$ cat config.mk
export PLATFORM = sky130hd
export DESIGN_NAME = fetch_ctrl
export DESIGN_NICKNAME = d
export VERILOG_FILES = /design/src/rtl/fetch_ctrl.sv
export SDC_FILE = /design/constraint.sdc
export NUM_CORES = 1
export LEC_CHECK = 0
export CAP_MARGIN = 20
export CORE_MARGIN = 2
export CORE_UTILIZATION = 50
export CTS_BUF_LIST = sky130_fd_sc_hd__clkbuf_4 sky130_fd_sc_hd__clkbuf_8
export DETAILED_ROUTE_END_ITERATION = 7
export DONT_BUFFER_PORTS = 1
export MAX_ROUTING_LAYER = met4
export PLACE_DENSITY_LB_ADDON = 0.2
export SETUP_SLACK_MARGIN = 0.1
export SYNTH_ARGS = -nofsm -noshare
export SYNTH_HDL_FRONTEND = slang
export SYNTH_SLANG_ARGS = --single-unit
$ cat constraint.sdc
create_clock -name clk -period 2.3 [get_ports clk]
set_input_delay 0.345 -clock clk [delete_from_list [all_inputs] [get_ports clk]]
set_output_delay 0.345 -clock clk [all_outputs]
set_load 0.02 [all_outputs]
$ cat src/rtl/fetch_ctrl.sv
// Instruction fetch controller: issues one instruction-bus request per PC,
// holds the fetched word for decode, and reports address and bus-timeout errors.
module fetch_ctrl (
  input  logic        clk,
  input  logic        reset,
  input  logic [31:0] pc,
  input  logic        stall,
  input  logic        flush,
  output logic        imem_req,
  output logic [31:0] imem_addr,
  input  logic        imem_ack,
  input  logic [31:0] imem_rdata,
  output logic [31:0] instr,
  output logic        instr_valid,
  output logic        pc_en,
  output logic        adel,
  output logic        ibe
);

  typedef enum logic [1:0] {
    IDLE = 2'd0,
    WAIT = 2'd1,
    HOLD = 2'd2,
    DROP = 2'd3
  } state_t;

  localparam logic [7:0] CNT_LAST = 8'hFE;

  state_t      state_q, state_d;
  logic [31:0] addr_q, addr_d;
  logic [7:0]  cnt_q, cnt_d;
  logic [31:0] instr_q, instr_d;
  logic        adel_q, adel_d;
  logic        ibe_q, ibe_d;

  function automatic logic pc_legal(input logic [31:0] a);
    return (a[1:0] == 2'b00) && (a >= 32'h0000_3000) && (a <= 32'h0000_6FFC);
  endfunction

  always_ff @(posedge clk) begin
    if (reset) begin
      state_q <= IDLE;
      addr_q  <= '0;
      cnt_q   <= '0;
      instr_q <= '0;
      adel_q  <= 1'b0;
      ibe_q   <= 1'b0;
    end else begin
      state_q <= state_d;
      addr_q  <= addr_d;
      cnt_q   <= cnt_d;
      instr_q <= instr_d;
      adel_q  <= adel_d;
      ibe_q   <= ibe_d;
    end
  end

  always_comb begin
    state_d     = state_q;
    addr_d      = addr_q;
    cnt_d       = cnt_q;
    instr_d     = instr_q;
    adel_d      = adel_q;
    ibe_d       = ibe_q;
    imem_req    = 1'b0;
    imem_addr   = '0;
    instr_valid = 1'b0;
    pc_en       = 1'b0;

    unique case (state_q)
      IDLE: begin
        if (!flush) begin
          if (pc_legal(pc)) begin
            imem_req  = 1'b1;
            imem_addr = pc;
            addr_d    = pc;
            cnt_d     = '0;
            state_d   = WAIT;
          end else begin
            instr_d = '0;
            adel_d  = 1'b1;
            ibe_d   = 1'b0;
            state_d = HOLD;
          end
        end
      end

      WAIT: begin
        imem_req  = 1'b1;
        imem_addr = addr_q;
        if (imem_ack) begin
          if (!flush) begin
            instr_d = imem_rdata;
            adel_d  = 1'b0;
            ibe_d   = 1'b0;
            state_d = HOLD;
          end else begin
            state_d = IDLE;
          end
        end else if (cnt_q == CNT_LAST) begin
          // Timeout: a flush in the same cycle voids the error slot as well.
          cnt_d = cnt_q + 8'd1;
          if (!flush) begin
            instr_d = '0;
            adel_d  = 1'b0;
            ibe_d   = 1'b1;
            state_d = HOLD;
          end else begin
            state_d = IDLE;
          end
        end else begin
          cnt_d = cnt_q + 8'd1;
          if (flush) state_d = DROP;
        end
      end

      DROP: begin
        // Bus transaction is left to complete; its data is thrown away.
        imem_req  = 1'b1;
        imem_addr = addr_q;
        if (imem_ack) begin
          state_d = IDLE;
        end else begin
          cnt_d = cnt_q + 8'd1;
          if (cnt_q == CNT_LAST) state_d = IDLE;
        end
      end

      HOLD: begin
        if (!flush) begin
          instr_valid = 1'b1;
          if (!stall) begin
            pc_en   = 1'b1;
            state_d = IDLE;
          end
        end else begin
          state_d = IDLE;
        end
      end

      default: state_d = IDLE;
    endcase
  end

  assign instr = instr_q;
  assign adel  = adel_q;
  assign ibe   = ibe_q;

endmodule
==> results.sh, run 1 <==
# flow metrics
export IMPL_cts_sinks=76
export IMPL_power_density_nw_per_um2=652
export IMPL_setup_tns_ns=0
export IMPL_synthCells=351
export IMPL_final_layout_top_logic_cells="75 x dfxtp_1, 46 x nand2_1, 46 x mux2i_1"
export IMPL_fin_crit_sh_pct=90.4
export IMPL_async_reset_ff_share_pct=0
export IMPL_top_cell_area_share_pct=46.4
export IMPL_area_leaders="dfxtp_1 46%, mux2i_1 14%, and2_1 7.4%, nand2b_1 6.5%, nand2_1 5.3%"
export IMPL_tightest_slew_ns=0.505
export IMPL_path_max_fanout=9
export IMPL_numCtsBuffers=9
export IMPL_ioPinCount=138
export IMPL_gp_congestion=0.730
export IMPL_synth_seq_cells=76
export IMPL_ys_seq_share_pct=46.4
export IMPL_path_buffers=1
export IMPL_seq_share_pct=41.5
export IMPL_syn2layout_area_growth_pct=11.9
export IMPL_htree_levels=3
export IMPL_routed_wl_um=6720
export IMPL_wl_met2_um=3190
export IMPL_placed_area_um2=3380
export IMPL_met1_usage_pct=23.8
export IMPL_viasPerCell=5.24
export IMPL_max_cap_violations=0
export IMPL_wl_met3_um=440
export IMPL_drive_gt1_share_pct=14.2
export IMPL_hp_class="in -> reg"
export IMPL_post_dp_hpwl_um=4550
export IMPL_status="finished clean"
export IMPL_design_area_um2=3670
export IMPL_grt_busiest_layer="met2"
export IMPL_synth_cell_type_count=38
export IMPL_clock_latency_ns=0.33
export IMPL_combGateArea_um2=1680
export IMPL_p_total_w=0.00239
export IMPL_grtUsageTotal_pct=18.2
export IMPL_die_w_um=85.0
export IMPL_cts_tree="yes"
export IMPL_grt_ovfl_total=0
export IMPL_edf_count=0
export IMPL_end_kind="output port"
export IMPL_crit_chain="or2_4 -> nor4_4 -> buf_6 -> a22o_1"
export IMPL_whs_endpoint="addr_q[3]"
export IMPL_hp_start="reset"
export IMPL_largestClassByArea="logic gates"
export IMPL_ys_top_cells_by_count="76 x dfxtp_1, 46 x mux2i_1, 46 x nand2_1"
export IMPL_crit_start="state_q[1]"
export IMPL_grt_pass1_vias=2151
export IMPL_die_h_um=85.0
export IMPL_place_inst=418
export IMPL_clockNetworkAreaShare_pct=5.35
export IMPL_logic_gates=251
export IMPL_power_leakage_nw=1.36
export IMPL_grt_start_max_net_pins=54
export IMPL_fmax_ghz=0.481
export IMPL_buffer_area_share_pct=4.64
export IMPL_post_cts_setup_buffer_count=0
export IMPL_setup_violations=0
export IMPL_crit_end="imem_addr[3]"
export IMPL_ctsLongestPathBuffers=2
export IMPL_warnings=28
export IMPL_drtAntennaViolNets=0
export IMPL_hold_path_cell_count=1
export IMPL_rsz0062_at_grt="no"
export IMPL_wl_per_cell_um=15.2
export IMPL_ff2ff_setup_slack_ns=0.29
export IMPL_inv_count=2
export IMPL_hold_slack_ns=0.0915
export IMPL_final_setup_skew_ns=0.00808
export IMPL_root_buffer="clkbuf_8"
export IMPL_hold_violations=0
export IMPL_ctsHoldBuffers=0
export IMPL_syn_area_per_cell_um2=9.34
export IMPL_nNetsFinal=431
export IMPL_port_buffers=0
export IMPL_maxSlewViolCount=0
export IMPL_yosys_warnings=0
export IMPL_antennaDiodeCount=0
export IMPL_fin_ws_ns=0.221
export IMPL_ys_cells=351
export IMPL_dr_max_layer_used="met4"
export IMPL_cpPeakStageDelay_ns=0.38
export IMPL_drtPass1Iterations=4
export IMPL_cp_depth=4
export IMPL_met2_usage_pct=27.5
export IMPL_final_min_clock_period_ns=2.08
export IMPL_netlist_area_um2=3280
export IMPL_clkbuf_count=10
export IMPL_yosysChipArea_um2=3280
export IMPL_drtIter0Drc=88
export IMPL_clkSlewWorstSetupHoldPaths_ns=0.08
export IMPL_worstReg2RegEnd="instr[8]"
export IMPL_met1Wirelength_um=3040
export IMPL_dieArea_um2=7220
export IMPL_arrival_ns=1.73
export IMPL_start_kind="flop"
export IMPL_n_sequential_cell=76
export IMPL_drc=0
export IMPL_cp_top_family="simple AND/OR/NAND/NOR gates"
## run 1: where the power goes
group / leakage (nW) / total (W) / internal [W] / switching [W]
registers: 0.613 / 0.00132 / 0.00132 / 0.00000470
logic: 0.662 / 0.0000762 / 0.0000409 / 0.0000353
clock network: 0.0879 / 0.000994 / 0.000511 / 0.000483
total: 1.36 / 0.00239 / 0.00187 / 0.000523
## run 1: flip-flops by register name, indices dropped and copies added (netlist names)
signal	flops
instr	32
state_q	2
ibe	1
cnt_q	8
adel	1
addr_q	32
## run 1: cells by family after synthesis
family / Yosys count / synth area share [%]
simple gates: 172 / 28.1
flops: 76 / 46.4
mux: 46 / 14.0
compound gates: 24 / 5.00
buf+inv: 24 / 3.85
xor+xnor: 7 / 1.87
fa+ha+maj: 2 / 0.763
==> run_1/util_map.png <==
8 x 8 tiles, from black (low) to pale yellow (high), 0 to 100% covered.
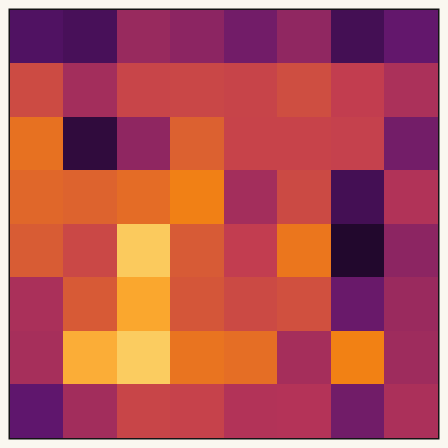
The mean over all tiles is 50%. 6.2% of the tiles are over 75% full. The fullest tile reaches 89%.
floorplan core density: 51.6%
total core area: 6350 um2

==> run_1/placed.png <==
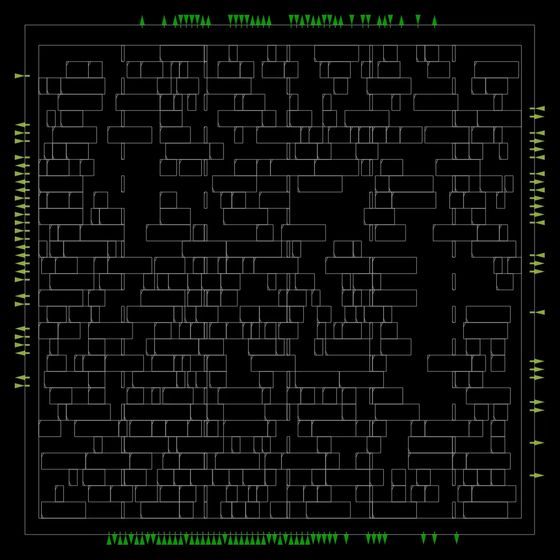
TAP cells: 77
fin util: 57.8%
Filler cells: 587
Finished Layout Cells: 442
Site Rows: 29

==> run_1/gates.png <==
The bar under the picture is 20 um long.
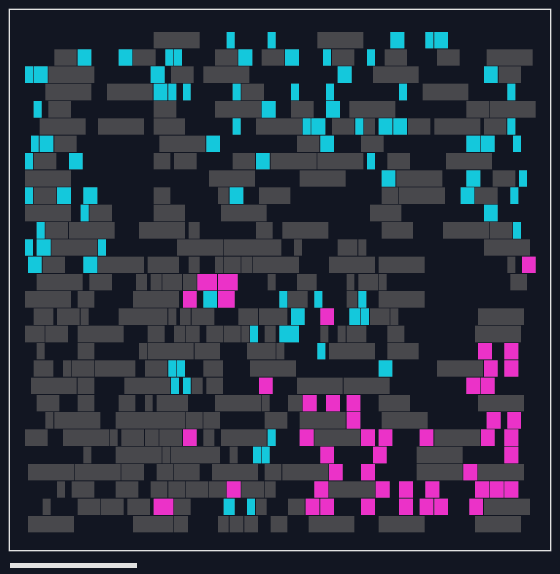
and/or cells: marked magenta, cells 48. nand cells: marked cyan, cells 85.
Comb area share: 45.7%
dominant logic cell type in the layout: dfxtp_1

--- run 2 (diff from run 1) ---
- CORE_ASPECT_RATIO: default -> 0.7
- clock period: 2.3 -> 2.5 ns (I/O delays scaled with it)
==> run_2/gates.png <==
The bar under the picture is 20 um long.
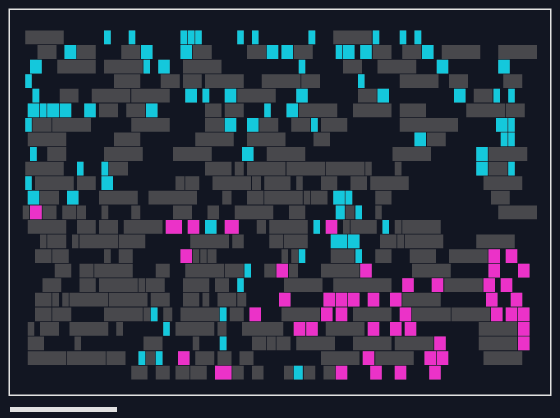
nand cells: marked cyan, cells 85. and/or cells: marked magenta, cells 48.

==> run_2/m3.png <==
The bar under the picture is 20 um long.
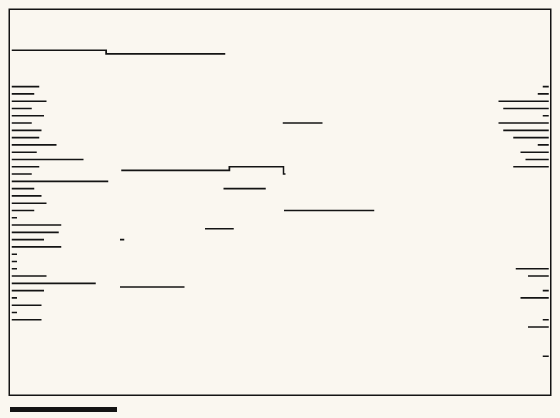
The layer holds 6.0% of the routed length. The layer carries 385 um of wire. The longest straight run is 22.1 um.

==> run 2 against run 1 <==
Net effect:
- setup slack worse by 0.0011 ns
- die size up 0.15%
- non-clock buffer count down 9
- total power down 1.9%
- critical path type unchanged
- clock-buffer cell count unchanged
- first-iteration DRC count down 15%
- global-route usage up 0.59 points
- clock power up 7%
- sequential share of layout area up 0.76 points
- utilization down 0.42 points
- hold slack better by 0.021 ns
- synthesized area unchanged
==> results.sh, run 2 <==
# flow metrics
export IMPL_met1_usage_pct=24.3
export IMPL_ir_drop_mv=0.387
export IMPL_met2_usage_pct=28.1
export IMPL_drive_gt1_share_pct=9.83
export IMPL_synthSimpleGateAreaFrac_pct=28.1
export IMPL_grtUsageTotal_pct=18.8
export IMPL_htree_levels=3
export IMPL_cts_resized=0
export IMPL_mux_area_share_pct=14.0
export IMPL_wl_per_cell_um=14.8
export IMPL_synth_cell_type_count=38
export IMPL_lay_top_count="dfxtp_1"
export IMPL_setup_tns_ns=0
export IMPL_power_leakage_nw=1.32
export IMPL_synth_cellmix_compoundShare_pct=5.00
export IMPL_cp_top_family="simple AND/OR/NAND/NOR gates"
export IMPL_area_leaders="dfxtp_1 46%, mux2i_1 14%, and2_1 7.4%, nand2b_1 6.5%, nand2_1 5.3%"
export IMPL_netlist_area_um2=3280
export IMPL_setup_violations=0
export IMPL_wl_met3_um=385
export IMPL_ioPinCount=138
export IMPL_grt_ovfl_total=0
export IMPL_syn_area_per_cell_um2=9.34
export IMPL_dr_max_layer_used="met4"
export IMPL_end_kind="output port"
export IMPL_antenna_found_initial=0
export IMPL_post_cts_setup_buffer_count=0
export IMPL_gp_congestion=0.765
export IMPL_power_density_nw_per_um2=651
export IMPL_yosysTopAreaCell="dfxtp_1"
export IMPL_fin_crit_sh_pct=91.2
export IMPL_yosys_warnings=0
export IMPL_design_area_um2=3600
export IMPL_drtIter0Drc=75
export IMPL_die_w_um=101
export IMPL_grt_pass1_wl_um=10400
export IMPL_cpPeakStageDelay_ns=0.38
export IMPL_crit_chain="or2_2 -> nor4_4 -> buf_4 -> a22o_1"
export IMPL_final_setup_skew_ns=0.00709
export IMPL_antennaDiodeCount=0
export IMPL_slowest_stage="dfxtp_1"
export IMPL_path_class="reg -> out"
export IMPL_rsz0062_at_grt="no"
export IMPL_drtAntennaViolNets=0
export IMPL_drtPass1Iterations=4
export IMPL_edf_count=0
export IMPL_fmax_ghz=0.439
export IMPL_synth_seq_cells=76
export IMPL_ys_top_cells_by_count="76 x dfxtp_1, 46 x mux2i_1, 46 x nand2_1"
export IMPL_final_min_clock_period_ns=2.28
export IMPL_start_kind="flop"
export IMPL_wl_met2_um=2980
export IMPL_utilization_pct=57.4
export IMPL_async_reset_ff_share_pct=0
export IMPL_hp_class="in -> reg"
export IMPL_use_met3_pct=6.44
export IMPL_final_layout_top_logic_cells="76 x dfxtp_1, 46 x nand2_1, 46 x mux2i_1"
export IMPL_clock_latency_ns=0.34
export IMPL_fa_ha_area_share_pct=0.763
export IMPL_grt_start_max_net_pins=54
export IMPL_ff_type="dfxtp_1"
export IMPL_max_cap_violations=0
export IMPL_initCoreUtil_pct=52.3
export IMPL_drc=0
export IMPL_path_buffers=1
export IMPL_nNetsFinal=422
export IMPL_top_cell_area_share_pct=46.4
export IMPL_die_h_um=71.8
export IMPL_root_buffer="clkbuf_8"
export IMPL_ys_sh_xor_pct=1.87
export IMPL_yosysChipArea_um2=3280
export IMPL_port_buffers=0
export IMPL_numCtsBuffers=9
export IMPL_met1Wirelength_um=3020
export IMPL_fin_cells=434
export IMPL_hold_violations=0
export IMPL_fin_ws_ns=0.220
export IMPL_hold_slack_ns=0.113
export IMPL_dieArea_um2=7230
export IMPL_synthCells=351
export IMPL_place_ws_ns=0.409
export IMPL_ctsLongestPathBuffers=2
export IMPL_clkSlewWorstSetupHoldPaths_ns=0.08
export IMPL_ys_cells=351
export IMPL_path_max_fanout=20
export IMPL_topCombFamilyByArea="simple AND/OR/NAND/NOR gates"
export IMPL_viasPerCell=5.24
export IMPL_routed_wl_um=6420
export IMPL_ctsHoldBuffers=0
export IMPL_arrival_ns=1.91
export IMPL_required_ns=2.12
export IMPL_cts_sinks=76
export IMPL_grt_pass1_vias=2221
export IMPL_placed_area_um2=3370
export IMPL_post_dp_hpwl_um=4530
export IMPL_fp_nets=422
export IMPL_grt_busiest_layer="met2"
export IMPL_core_area_um2=6280
export IMPL_vias=2272
export IMPL_syn2layout_area_growth_pct=9.81
export IMPL_n_fill_cell=589
export IMPL_most_common_cell="dfxtp_1"
export IMPL_rows=24
export IMPL_place_inst=418
export IMPL_max_slew_margin_pct=59.0
export IMPL_status="finished clean"
export IMPL_ys_seq_share_pct=46.4
export IMPL_warnings=27
export IMPL_cts_tree="yes"
export IMPL_p_total_w=0.00235
export IMPL_maxSlewViolCount=0
export IMPL_tightest_slew_ns=0.614
run 2: final timing paths:
check	startpoint	end	slack, ns	cells past startpoint
max	state_q[1]	imem_addr[10]	0.22	4
min	reset	cnt_q[0]	0.11	1
max reg2reg	cnt_q[0]	instr[3]	0.53	8
min reg2reg	addr_q[24]	addr_q[24]	0.45	1
run 2: final cells by class:
class | instances | area (um2) | area share, %
clock buffers | 10 | 138 | 3.82
clock inverters | 6 | 93.8 | 2.61
inverters | 2 | 7.51 | 0.208
multi-input cells | 251 | 1650 | 45.8
flip-flops and latches | 76 | 1520 | 42.3
well taps | 78 | 97.6 | 2.71
repair buffers | 11 | 95.1 | 2.64
run 2: report_power, final:
part           internal, W  switching, W
Clock             0.000600      0.000462
Combinational    0.0000368     0.0000312
Sequential         0.00121    0.00000448
--- run 3 (diff from run 2) ---
- CAP_MARGIN: 20 -> default
==> run_3/util_map.png <==
10 x 7 tiles, from black (low) to pale yellow (high), 0 to 100% covered.
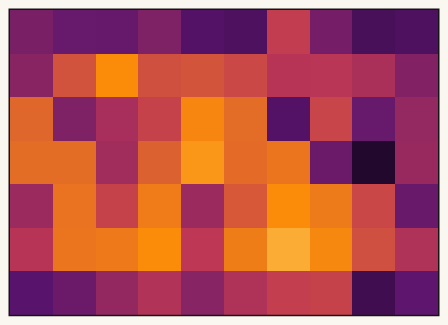
The mean over all tiles is 48%. The fullest tile reaches 82%. 4.3% of the tiles are over 75% full. The densest ninth of the die: middle.
floorplan core density: 52.3%
total core area: 6280 um2
fin util: 57.4%

==> run_3/gates.png <==
The bar under the picture is 20 um long.
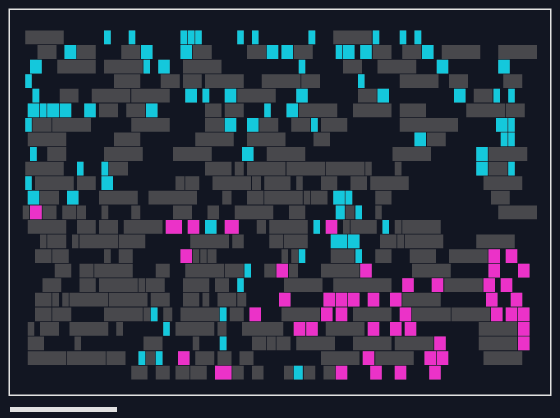
and/or cells: marked magenta, cells 48. nand cells: marked cyan, cells 85.
Comb area share: 45.8%
Finished Layout Cells: 434

==> run 3 against run 2 <==
Net effect:
- cell count unchanged
- register-to-register slack about the same
- die size unchanged
- via count unchanged
- sequential power about the same
- hold slack unchanged
- clock skew unchanged
- wire length unchanged
- design area unchanged
- fmax unchanged
- critical endpoint unchanged
- setup slack unchanged
- highest routed layer unchanged
- non-clock buffer count unchanged
==> results.sh, run 3 <==
# flow metrics
export IMPL_status="finished clean"
export IMPL_regArea_um2=1520
export IMPL_syn_area_per_cell_um2=9.34
export IMPL_root_buffer="clkbuf_8"
export IMPL_hold_path_cell_count=1
export IMPL_tightest_slew_ns=0.614
export IMPL_synth_seq_cells=76
export IMPL_met1Wirelength_um=3020
export IMPL_hp_start="reset"
export IMPL_inv_count=2
export IMPL_drtIter0Drc=75
export IMPL_warnings=27
export IMPL_maxSlewViolCount=0
export IMPL_setup_tns_ns=0
export IMPL_wl_met3_um=385
export IMPL_final_layout_top_logic_cells="76 x dfxtp_1, 46 x nand2_1, 46 x mux2i_1"
export IMPL_cts_sinks=76
export IMPL_ys_cells=351
export IMPL_grt_ovfl_total=0
export IMPL_worstReg2RegEnd="instr[3]"
export IMPL_die_w_um=101
export IMPL_drtAntennaViolNets=0
export IMPL_hp_class="in -> reg"
export IMPL_grt_pass1_wl_um=10400
export IMPL_async_reset_ff_share_pct=0
export IMPL_nNetsFinal=422
export IMPL_end_kind="output port"
export IMPL_grtUsageTotal_pct=18.8
export IMPL_setup_violations=0
export IMPL_arrival_ns=1.91
export IMPL_drc=0
export IMPL_seq_share_pct=42.3
export IMPL_most_common_cell="dfxtp_1"
export IMPL_syn2layout_area_growth_pct=9.81
export IMPL_top_cell_area_share_pct=46.4
export IMPL_fp_nets=422
export IMPL_n_fill_cell=589
export IMPL_gp_congestion=0.765
export IMPL_fin_crit_sh_pct=91.2
export IMPL_ff2ff_setup_slack_ns=0.53
export IMPL_place_ws_ns=0.409
export IMPL_rr_worst_depth=8
export IMPL_met2_usage_pct=28.1
export IMPL_synthCells=351
export IMPL_hold_violations=0
export IMPL_crit_end="imem_addr[10]"
export IMPL_viasPerCell=5.24
export IMPL_combGateArea_um2=1650
export IMPL_rsz0062_at_grt="no"
export IMPL_clockNetworkAreaShare_pct=6.43
export IMPL_yosysChipArea_um2=3280
export IMPL_ys_top_cells_by_count="76 x dfxtp_1, 46 x mux2i_1, 46 x nand2_1"
export IMPL_grt_pass1_vias=2221
export IMPL_dieArea_um2=7230
export IMPL_yosysTopAreaCell="dfxtp_1"
export IMPL_largestClassByArea="logic gates"
export IMPL_htree_levels=3
export IMPL_ioPinCount=138
export IMPL_lay_top_count="dfxtp_1"
export IMPL_area_leaders="dfxtp_1 46%, mux2i_1 14%, and2_1 7.4%, nand2b_1 6.5%, nand2_1 5.3%"
export IMPL_port_buffers=0
export IMPL_ctsLongestPathBuffers=2
export IMPL_buffer_area_share_pct=2.64
export IMPL_fmax_ghz=0.439
export IMPL_rows=24
export IMPL_r2r_start="cnt_q[0]"
export IMPL_grt_start_max_net_pins=54
export IMPL_path_max_fanout=20
export IMPL_design_area_um2=3600
export IMPL_whs_endpoint="cnt_q[0]"
export IMPL_netlist_area_um2=3280
export IMPL_grt_busiest_layer="met2"
export IMPL_met1_usage_pct=24.3
export IMPL_drtPass1Iterations=4
export IMPL_drive_gt1_share_pct=9.83
export IMPL_nonClockBufferCount=11
export IMPL_required_ns=2.12
export IMPL_power_density_nw_per_um2=651
export IMPL_clock_latency_ns=0.34
[run 3: cell counts in the layout (fill, tap and decap cells not counted)]
No cell type changed its count.
[run 3: where the power goes]
part / internal [W] / switching, W / total, W
Combinational: 0.0000368 / 0.0000312 / 0.0000679
Clock: 0.000600 / 0.000462 / 0.00106
Sequential: 0.00121 / 0.00000448 / 0.00122
[run 3: logic make-up after synthesis]
family / share of synthesized area [%]
mux: 14.0
fa+ha+maj: 0.763
simple gates: 28.1
compound gates: 5.00
flops: 46.4
buf+inv: 3.85
xor+xnor: 1.87
[run 3: critical path, cell delays in order, from the launching register on]
cell	delay [ns]
dfxtp_1	0.38
or2_2	0.37
nor4_4	0.21
buf_4	0.30
a22o_1	0.30

==> gallery <==
I/O nets highlighted.
shot_01.png
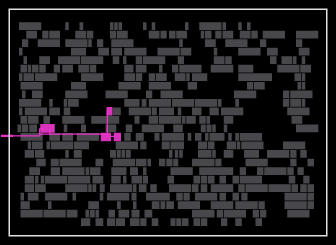
shot_02.png
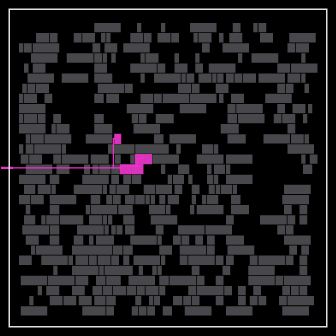
shot_01.png -> run 3
shot_02.png -> run 1

Key to shot_01.png:
flush: marked magenta, bits 1, direction input, edge left, end cells 5, wire 47.0 um.

Power and IR drop assume default switching activity.
